## src/rtl/output_deskew.sv

```systemverilog
// Output deskew for the pipelined DDSM datapath: per-lane delay lines undo the
// entry skew, then one register stage emits the aligned {msb,isb,lsb} word.

module deskew_lane #(
    parameter int P_WIDTH = 8,
    parameter int P_DELAY = 0
) (
    input  logic               clk,
    input  logic               rst_n,
    input  logic [P_WIDTH-1:0] din,
    input  logic               vld_in,
    output logic [P_WIDTH-1:0] dout,
    output logic               vld_out
);
    generate
        if (P_DELAY == 0) begin : g_pass
            assign dout    = din;
            assign vld_out = vld_in;
        end else begin : g_dly
            logic [P_DELAY:1][P_WIDTH-1:0] data_pipe;
            logic [P_DELAY:1]              vld_pipe;

            always_ff @(posedge clk or negedge rst_n) begin
                if (!rst_n) begin
                    data_pipe <= '0;
                    vld_pipe  <= '0;
                end else begin
                    data_pipe[1] <= din;
                    vld_pipe[1]  <= vld_in;
                    for (int s = 2; s <= P_DELAY; s++) begin
                        data_pipe[s] <= data_pipe[s-1];
                        vld_pipe[s]  <= vld_pipe[s-1];
                    end
                end
            end

            assign dout    = data_pipe[P_DELAY];
            assign vld_out = vld_pipe[P_DELAY];
        end
    endgenerate
endmodule

module output_deskew #(
    parameter int P_WIDTH     = 8,
    parameter int P_MSB_DELAY = 0,
    parameter int P_ISB_DELAY = 2,
    parameter int P_LSB_DELAY = 4,
    parameter int P_CNT_WIDTH = 16
) (
    input  logic                   i_clk,
    input  logic                   i_rst_n,
    input  logic [P_WIDTH-1:0]     i_msb,
    input  logic                   i_msb_vld,
    input  logic [P_WIDTH-1:0]     i_isb,
    input  logic                   i_isb_vld,
    input  logic [P_WIDTH-1:0]     i_lsb,
    input  logic                   i_lsb_vld,
    input  logic                   i_clr,
    output logic [3*P_WIDTH-1:0]   o_word,
    output logic                   o_vld,
    output logic                   o_align_err,
    output logic [P_CNT_WIDTH-1:0] o_cnt
);
    localparam int NUM_LANES = 3;

    // Lane index 2/1/0 = msb/isb/lsb so the packed array is already the output word.
    logic [NUM_LANES-1:0][P_WIDTH-1:0] lane_in, lane_dly;
    logic [NUM_LANES-1:0]              vld_in, vld_dly;

    assign lane_in = {i_msb, i_isb, i_lsb};
    assign vld_in  = {i_msb_vld, i_isb_vld, i_lsb_vld};

    genvar g;
    generate
        for (g = 0; g < NUM_LANES; g++) begin : g_lane
            localparam int D = (g == 2) ? P_MSB_DELAY :
                               (g == 1) ? P_ISB_DELAY : P_LSB_DELAY;
            if (D < 0 || D > 15) begin : g_bad_delay
                $error("output_deskew: lane delay out of range 0..15");
            end
            deskew_lane #(.P_WIDTH(P_WIDTH), .P_DELAY(D)) u_lane (
                .clk     (i_clk),
                .rst_n   (i_rst_n),
                .din     (lane_in[g]),
                .vld_in  (vld_in[g]),
                .dout    (lane_dly[g]),
                .vld_out (vld_dly[g])
            );
        end
    endgenerate

    logic all_vld, misaligned;
    assign all_vld    = &vld_dly;
    assign misaligned = (|vld_dly) & ~all_vld;

    always_ff @(posedge i_clk or negedge i_rst_n) begin
        if (!i_rst_n) begin
            o_word <= '0;
            o_vld  <= 1'b0;
        end else begin
            o_word <= lane_dly;
            o_vld  <= all_vld;
        end
    end

    // Clear beats a coincident set/increment; counter counts registered o_vld.
    always_ff @(posedge i_clk or negedge i_rst_n) begin
        if (!i_rst_n) begin
            o_align_err <= 1'b0;
            o_cnt       <= '0;
        end else if (i_clr) begin
            o_align_err <= 1'b0;
            o_cnt       <= '0;
        end else begin
            if (misaligned)
                o_align_err <= 1'b1;
            if (o_vld && (o_cnt != {P_CNT_WIDTH{1'b1}}))
                o_cnt <= o_cnt + 1'b1;
        end
    end
endmodule

```

## config.mk

```make
export PLATFORM = sky130hd
export DESIGN_NAME = output_deskew
export DESIGN_NICKNAME = d
export VERILOG_FILES = /design/src/rtl/output_deskew.sv
export SDC_FILE = /design/constraint.sdc
export NUM_CORES = 1
export LEC_CHECK = 0
export CORE_ASPECT_RATIO = 0.7
export CORE_MARGIN = 8
export CORE_UTILIZATION = 50
export DETAILED_ROUTE_END_ITERATION = 7
export PLACE_DENSITY = 0.79
export SETUP_SLACK_MARGIN = 0.1
export SLEW_MARGIN = 40
export SYNTH_ARGS = -nofsm -noshare
export SYNTH_HDL_FRONTEND = slang
export SYNTH_SLANG_ARGS = --single-unit
```

## constraint.sdc

```tcl
create_clock -name i_clk -period 4.5 [get_ports i_clk]
set_input_delay 0.9 -clock i_clk [delete_from_list [all_inputs] [get_ports i_clk]]
set_output_delay 0.9 -clock i_clk [all_outputs]
set_load 0.02 [all_outputs]
```

**Signal metal coverage by tile**

(3 px per µm) 22 x 16 tiles, from white (low) to dark blue (high), scaled to the fullest tile. Values are wire area over tile area, all layers added.
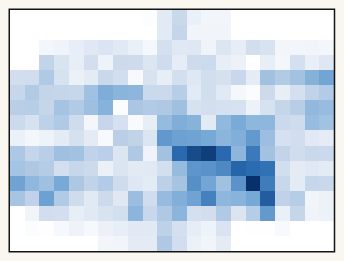
fullest tile: 0.44
mean over tiles: 0.095
emptiest ninth of the die: top left

**Gate-type map**

(6 px per µm)
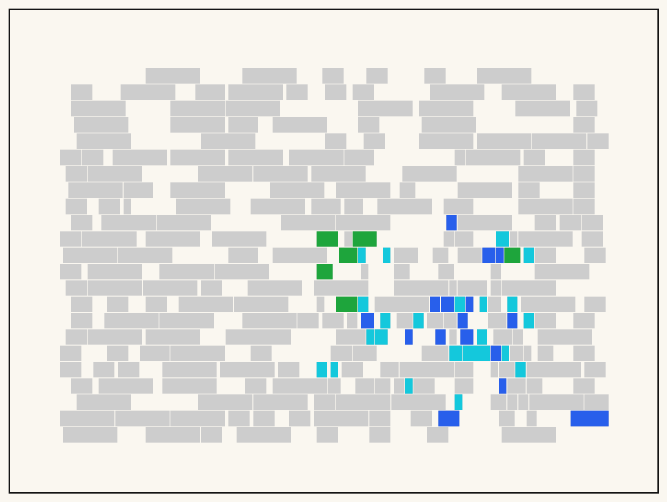
legend:
  green:
    family: AND-OR and OR-AND gates
    cells: 6
    most_used: o21a_1
    where: middle
  blue:
    family: NAND gates
    cells: 16
    most_used: nand3_1
  cyan:
    family: NOR gates
    cells: 22
    most_used: nor3_1

==> reports/metrics.cfg <==
[timing]
finalSetupViolCount = 0
unrepaired_setup_endpoints_after_global_routing = false

[cts]
ctsRootBufferMaster = sky130_fd_sc_hd__clkbuf_8
post_cts_hold_buffer_count = 0
ctsLongestPathBuffers = 2

[cells_and_area]
count_of_inserted_antenna_diode_cells = 0
clock_buffer_count = 11
layout-drive-gt1-share_pct = 10.3

[placed_design]
detailed_place.area_um2 = 3760
dp_cells = 330
buffer_ports.inserted = 71

[yosys]
post_synth_instance_area_um2 = 2960
post_synth_inst_count = 185
synth_dominant_cell_count = sky130_fd_sc_hd__dfrtp_1
postSynthRegisterBits = 96
simple_gate_area_share_pct = 10.2
fa_ha_area_share_pct = 0.423

[floorplanning]
die_y_um = 80.3

[pwr]
clock_power_mw = 0.557
combinationalPowerShare_pct = 5.8

[routing]
post_drt_via_cell_ratio = 5.05

[run_status]
status = completed

[critical_path]
rr_worst_depth = 4
worst-path-stages = 1
crit_family = buffers and inverters

[global_route]
grt_antenna_before_repair = 0

**Clock network drawn from the DEF**

(3 px per µm)
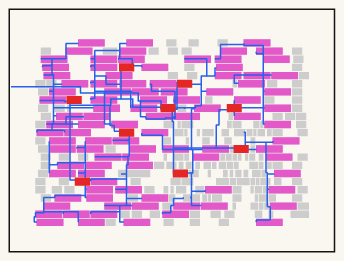
legend:
  red:
    item: cells driving clock nets
    count: 9
  blue:
    item: clock wires
    length: 911 µm
  magenta:
    item: flip-flops
    count: 96
flops lie: widely spread

==> worst min-delay path by stage <==
stage                                                     end  slack (ns)  depth (start not counted)
4_1_cts        g_lane[0].u_lane.g_dly.data_pipe[15]$_DFF_PN0_        0.35                          0
5_1_grt                                  o_word[10]$_DFF_PN0_        0.35                          0
2_1_floorplan              g_lane[0].u_lane.dout[0]$_DFF_PN0_        0.33                          0
3_3_place_gp               g_lane[1].u_lane.dout[5]$_DFF_PN0_        0.33                          0
3_5_place_dp               g_lane[0].u_lane.dout[6]$_DFF_PN0_        0.33                          0
6_report                   g_lane[0].u_lane.dout[7]$_DFF_PN0_        0.35                          0
==> cell usage in the layout, fill, tap and decap left out, types with 4 or more instances in the layout <==
cell / count
sky130_fd_sc_hd__a21oi_1: 7
sky130_fd_sc_hd__clkbuf_8: 10
sky130_fd_sc_hd__clkdlybuf4s50_1: 70
sky130_fd_sc_hd__dfrtp_1: 96
sky130_fd_sc_hd__inv_1: 8
sky130_fd_sc_hd__nand2_1: 4
sky130_fd_sc_hd__nand3_1: 6
sky130_fd_sc_hd__nand4_1: 4
sky130_fd_sc_hd__nor2_1: 8
sky130_fd_sc_hd__nor3_1: 10
sky130_fd_sc_hd__o31ai_1: 5
==> sequential cells by signal, summed over array words and instances (netlist names) <==
register,cells
g_lane.u_lane.dout,16
o_align_err,1
o_vld,1
g_lane.u_lane.g_dly.vld_pipe,6
o_cnt,16
o_word,24
g_lane.u_lane.g_dly.data_pipe,32
==> metal layers <==
layer / GRT usage, % / vias up
li1: - / 820
met5: 0 / -
met3: 6.95 / 2
met1: 15.1 / 859
met2: 19.7 / 68
met4: 4.14 / 0
